### Power grid, run 1

Pins as bars on the die edge. Tap cells in grey.
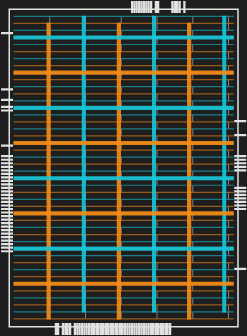
### Cell classes on the final placement, run 1

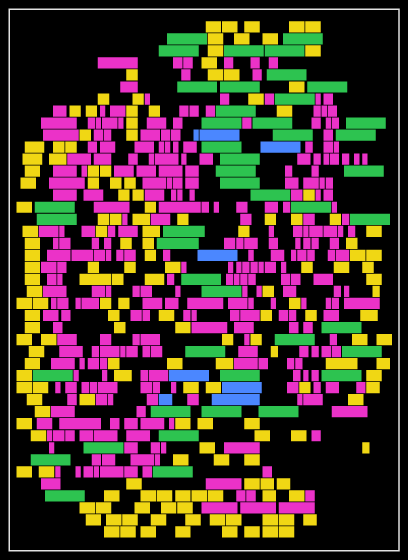
### Clock wires, drivers and flops, run 1

The bar under the picture is 20 um long.
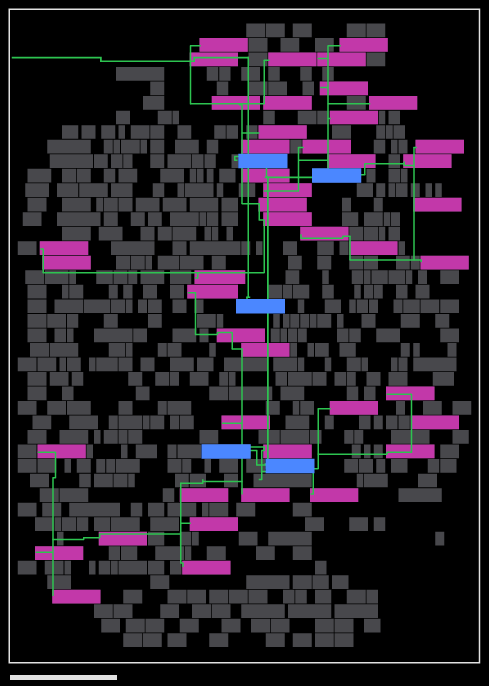
==> config.mk <==
export PLATFORM = sky130hd
export DESIGN_NAME = i2c_req_arbiter_flat
export DESIGN_NICKNAME = d
export VERILOG_FILES = /design/src/rtl/i2c_ctrl_pkg.sv /design/src/rtl/i2c_req_arbiter_if.sv /design/src/rtl/i2c_req_arbiter_rr.sv /design/src/rtl/i2c_req_arbiter.sv /design/src/flat_wrapper.sv
export SDC_FILE = /design/constraint.sdc
export NUM_CORES = 1
export LEC_CHECK = 0
export CAP_MARGIN = 20
export CORE_ASPECT_RATIO = 1.4
export CORE_UTILIZATION = 33
export DETAILED_ROUTE_END_ITERATION = 12
export SLEW_MARGIN = 20
export SYNTH_ARGS = -nofsm -noshare
export SYNTH_HDL_FRONTEND = slang
export SYNTH_SLANG_ARGS = --single-unit
==> constraint.sdc <==
create_clock -name clk -period 2.34 [get_ports clk]
set_clock_uncertainty 0.05 [all_clocks]
set_input_delay 0.468 -clock clk [delete_from_list [all_inputs] [get_ports clk]]
set_output_delay 0.468 -clock clk [all_outputs]
set_load 0.02 [all_outputs]
==> changes_impl.md, run 1 <==
## Flow update

- Num CTS Buffers: 5
- Endpoint class of the critical path: flip-flop
- Via/cell ratio: 5.387
- Setup violators final: 5
- Tmin final: 2435 ps
- Crit path DRT: 2460 ps
- H-tree depth: 2
- First-pass GRT wire length: 17730 um
- Violated checks: setup timing
- Vias in the first global route: 3596
- Synthesized instance count: 360
- FP Rows: 43
- HP Class: in2async
- Yosys cell count: 360
- Register area: 0.001129 mm2
- Design Power: 6.150 mW
- Io pins: 112
- Tool Warnings: 41
- Pleak: 2.318 nW
- Worst-path maximum fanout: 7
- Slowest CP cell: dfstp_2
- GRT Total Usage: 21.51%
- Worst vdd ir: 0.6557 mV
- Yosys cell types: 56
- WP data arrival: 2550 ps
- Routed length per instance: 16.87 um
- Initial antenna violation count: 1
- Max reg flops: 12
- Setup ws final: -95.04 ps
- CTS tree: done
- Status: finished with violations
- Final HPWL DP: 8694 um
- ANT nets after route: 0
- Mean Syn Cell Area: 9.450 um2
Back to the opening pictures, 'Power grid':
Orange marks VSS. Cyan marks VDD.
135 tap cells. 112 signal pins sit on the boundary. 6 straps on met4. The core has 43 rows.
Horiz. Die Dim: 87.81 um
core area: 0.009953 mm2

Back to the opening pictures, 'Cell classes on the final placement':
Yellow marks other buffers and delay cells, cells 168. Magenta marks combinational and other logic, cells 296. Blue marks clock drivers and dummy loads, cells 8. Green marks flops, cells 45.
post-route cell area: 0.005346 mm2
flop share of the area: 21.11%

Back to the opening pictures, 'Clock wires, drivers and flops':
Magenta marks flip-flops, count 45. Blue marks clock drivers, count 5. Green marks clock wires, length 650 um.
Position of the flops: all over the die. There are 6 routed clock nets.
Skew-Pair Late Insertion Delay: 290 ps
clk pwr: 0.807 mW

## run 1: area by class of cell
type | count | area share, %
repair buffers | 168 | 29.35
multi-input cells | 278 | 41.80
flip-flops and latches | 45 | 21.11
diodes | 1 | 0.04681
well taps | 135 | 3.159
clock buffers | 6 | 2.410
clock inverters | 2 | 0.7255
inverters | 18 | 1.404
## run 1: cells in the mapped netlist (all sizes together), types with 2 or more instances
cell    number
dfrtp       43
nand2       32
nor2        25
o21ai       25
inv         18
and2        16
a21oi       15
ha          15
o211ai      14
o221ai      13
mux4        12
buf         10
clkbuf       9
nand4        9
and3         8
nand3        8
nor2b        7
o21a         7
a31oi        6
mux2         6
a22o         5
mux2i        5
o22ai        5
or3          5
a21o         4
a221oi       4
nand2b       4
nor3         4
nand3b       3
a41oi        2
and3b        2
dfstp        2
o22a         2
o31ai        2
o32a         2
## run 1: critical path, delay by kind of cell, from the launching register on
family | cells | cell delay, ps
compound gates | 2 | 230
fa+ha+maj | 1 | 270
buf+inv | 1 | 40
flops | 1 | 690
mux | 2 | 670
simple gates | 2 | 370
## run 1: cells by family (layout without fill, tap and decap cells)
| logic type | Yosys count | after routing | synth area share, % |
|---|---|---|---|
| flip-flops | 45 | 45 | 33.17 |
| XOR/XNOR | 1 | 1 | 0.2575 |
| adder cells (fa/ha/maj) | 15 | 15 | 5.517 |
| multiplexers | 23 | 23 | 11.84 |
| buffers and inverters | 37 | 194 | 5.590 |
| other | 0 | 1 | 0 |
| AND-OR/OR-AND | 113 | 113 | 24.20 |
| AND/OR/NAND/NOR | 126 | 126 | 19.42 |
## run 1: timing repair
item | 4_1_cts | 5_1_grt
setup endpoints to repair | 21 | 27
resized | 27 | 16
setup buffers | 2 | 3
pin swaps | 6 | 5
## run 1: per-stage QoR
| stage | cell area (um2) | TNS [ps] | instances |
|---|---|---|---|
| after floorplan | 3483 | -710.8 | 360 |
| after global placement | 5051 | -7085 | 639 |
| after detailed placement | 5051 | -7473 | 639 |
| after CTS | 5279 | -432.1 | 649 |
| after global routing | 5346 | -1534 | 653 |
| final | 5346 | -264.7 | 653 |
## run 1: placed cells by master, fill, tap and decap left out, drive strengths merged, types with 3 or more instances in the layout
cell type,instances
a21oi,15
mux2i,5
clkdlybuf4s50,98
and2,16
nand3,8
o221ai,13
o21a,7
nor3,4
mux2,6
a22o,5
nand2,32
nor2b,7
inv,18
a221oi,4
a21o,4
nand3b,3
mux4,12
nor2,25
o21ai,25
nand4,9
dlymetal6s2s,3
nand2b,4
a31oi,6
dlygate4sd2,6
and3,8
dfrtp,43
o22ai,5
o211ai,14
buf,60
clkbuf,6
ha,15
or3,5
## run 1: metal layers
layer / wire length (um) / vias up / GRT usage (%)
li1: - / 1673 / -
met1: 4350 / 1706 / 24.23
met2: 5900 / 124 / 40.16
met3: 550 / 15 / 3.726
met4: 212 / 0 / 6.762
met5: 0 / - / 0
## run 1: where the power goes
group | switching [mW] | internal, mW
clock | 0.300 | 0.506
sequential | 0.205 | 0.981
combinational | 2.11 | 2.05
total | 2.62 | 3.53
### Routed metal, one colour a layer, run 1

The bar under the picture is 20 um long.
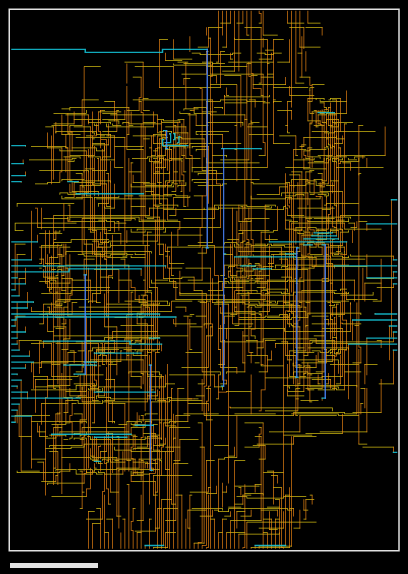

==> run 1 -> run 2 <==
Settings changed: TNS_END_PERCENT set to 30.
### Routed metal, one colour a layer, run 2

The bar under the picture is 20 um long.
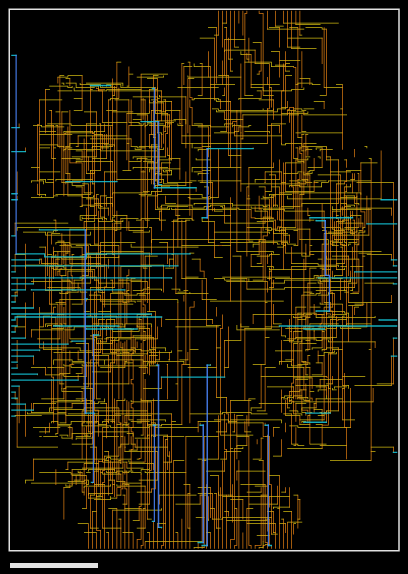
Orange marks metal 2, wire length 5640 um. Blue marks metal 4, wire length 346 um. Cyan marks metal 3, wire length 503 um. Yellow marks metal 1, wire length 4100 um.
GRT Total Usage: 20.78%
routed length per instance: 16.41 um
WL final: 10590 um
via count: 3413

==> changes_impl.md, run 2 <==
## Flow update

- Worst vdd ir: 0.7008 mV (was 0.6557 mV)
- Count leader, synth: dfrtp_1 (unchanged)
- Synthesized instance count: 360 (unchanged)
- Bufs and invs on worst path: 1 (unchanged)
- CP peak stage delay: 720 ps (was 690 ps)
- Endpoint class of the critical path: flip-flop (unchanged)
- Pleak: 2.238 nW (was 2.318 nW)
- # diodes: 0 (was 1)
- First-pass GRT wire length: 17210 um (was 17730 um)
- Setup violators final: 13 (was 5)
- Violated checks: setup timing (unchanged)
- Worst-path maximum fanout: 8 (was 7)
- Setup ws final: -108.0 ps (was -95.04 ps)
- Crit Path Class: reg2reg (unchanged)
- Mean Syn Cell Area: 9.450 um2 (unchanged)
- Vias in the first global route: 3574 (was 3596)
- Crit path depth: 8 (unchanged)
- Synth Cell Area: 0.003402 mm2 (unchanged)
- Top cell excl fill/tap: clkdlybuf4s50_1 (unchanged)
- Io pins: 112 (unchanged)
- CP top delay family: flip-flops (unchanged)
- Crit path DRT: 2460 ps (about the same)
- Via/cell ratio: 5.291 (was 5.387)
- ANT nets after route: 0 (unchanged)
- Tool Warnings: 41 (unchanged)
- Skew-Pair Late Insertion Delay: 290 ps (about the same)
- Num CTS Buffers: 5 (unchanged)
- Status: finished with violations (unchanged)
- Yosys cell types: 56 (unchanged)
- Area share, top type: 31.63% (unchanged)
- Yosys cell count: 360 (unchanged)
- Initial antenna violation count: 0 (was 1)
- H-tree depth: 2 (unchanged)
- Top cells excl fill/tap: clkdlybuf4s50_1, buf_4, dfrtp_1 (unchanged)
- Horiz. Die Dim: 87.81 um (unchanged)
- Final HPWL DP: 8402 um (was 8694 um)
- Core area: 0.009953 mm2 (unchanged)
- FP Rows: 43 (unchanged)
- Top post-synthesis cells by count: dfrtp_1, nand2_1, nor2_1, o21ai_0, inv_1 (unchanged)
- Tmin final: 2448 ps (was 2435 ps)
run 2: cell types whose count changed in the layout (fill, tap and decap cells not counted), sizes merged:
cell and change:
inv +1, buf -1, clkdlybuf4s50 +3, dlygate4sd2 -6, dlymetal6s2s -3, clkinvlp +1, clkbuf -1, bufinv -1
diode -1
run 2: area by class of cell:
type	instances	area [um2]	share of cell area (%)
multi-input cells	278	2205	42.18
repair buffers	161	1499	28.68
flip-flops and latches	45	1132	21.67
well taps	135	168.9	3.232
clock buffers	5	125.1	2.394
inverters	18	75.07	1.436
clock inverters	3	21.27	0.4070
run 2: report_power, final:
| group | switching, mW | internal (mW) | total, mW |
|---|---|---|---|
| clock network | 0.328 | 0.398 | 0.726 |
| logic | 2.02 | 1.97 | 3.99 |
| registers | 0.222 | 0.986 | 1.21 |
| total | 2.56 | 3.36 | 5.92 |
run 2: what timing repair did:
| item | CTS | global route |
|---|---|---|
| setup buffers | 2 | 0 |
| gates resized | 37 | 10 |
| pin swaps | 5 | 0 |
| setup endpoints to repair | 22 | 27 |
run 2: stage by stage:
step	TNS (ps)	area, um2	power (mW)	cells
floorplan	-779.1	3483	3.566	360
global placement	-7462	5046	5.079	635
detailed placement	-7958	5046	5.142	635
CTS	-692.7	5258	5.985	645
global route	-1721	5226	6.329	645
finish	-636.6	5226	5.921	645
run 2: logic make-up (layout without fill, tap and decap cells):
kind of cell,Yosys count,count (layout),share of synthesized area [%]
DFF,45,45,33.17
and+or+nand+nor,126,126,19.42
muxes,23,23,11.84
buffers and inverters,37,187,5.590
AOI/OAI and AO/OA,113,113,24.20
xor gates and xnor gates,1,1,0.2575
adders and majority gates,15,15,5.517
run 2: metal layers:
metal / wire (um) / vias up / GRT usage (%)
met1: 4099 / 1639 / 23.57
met2: 5637 / 90 / 36.97
li1: - / 1658 / -
met4: 346 / 0 / 9.631
met5: 0 / - / 0
met3: 503 / 26 / 3.862
Power and IR drop assume default switching activity.
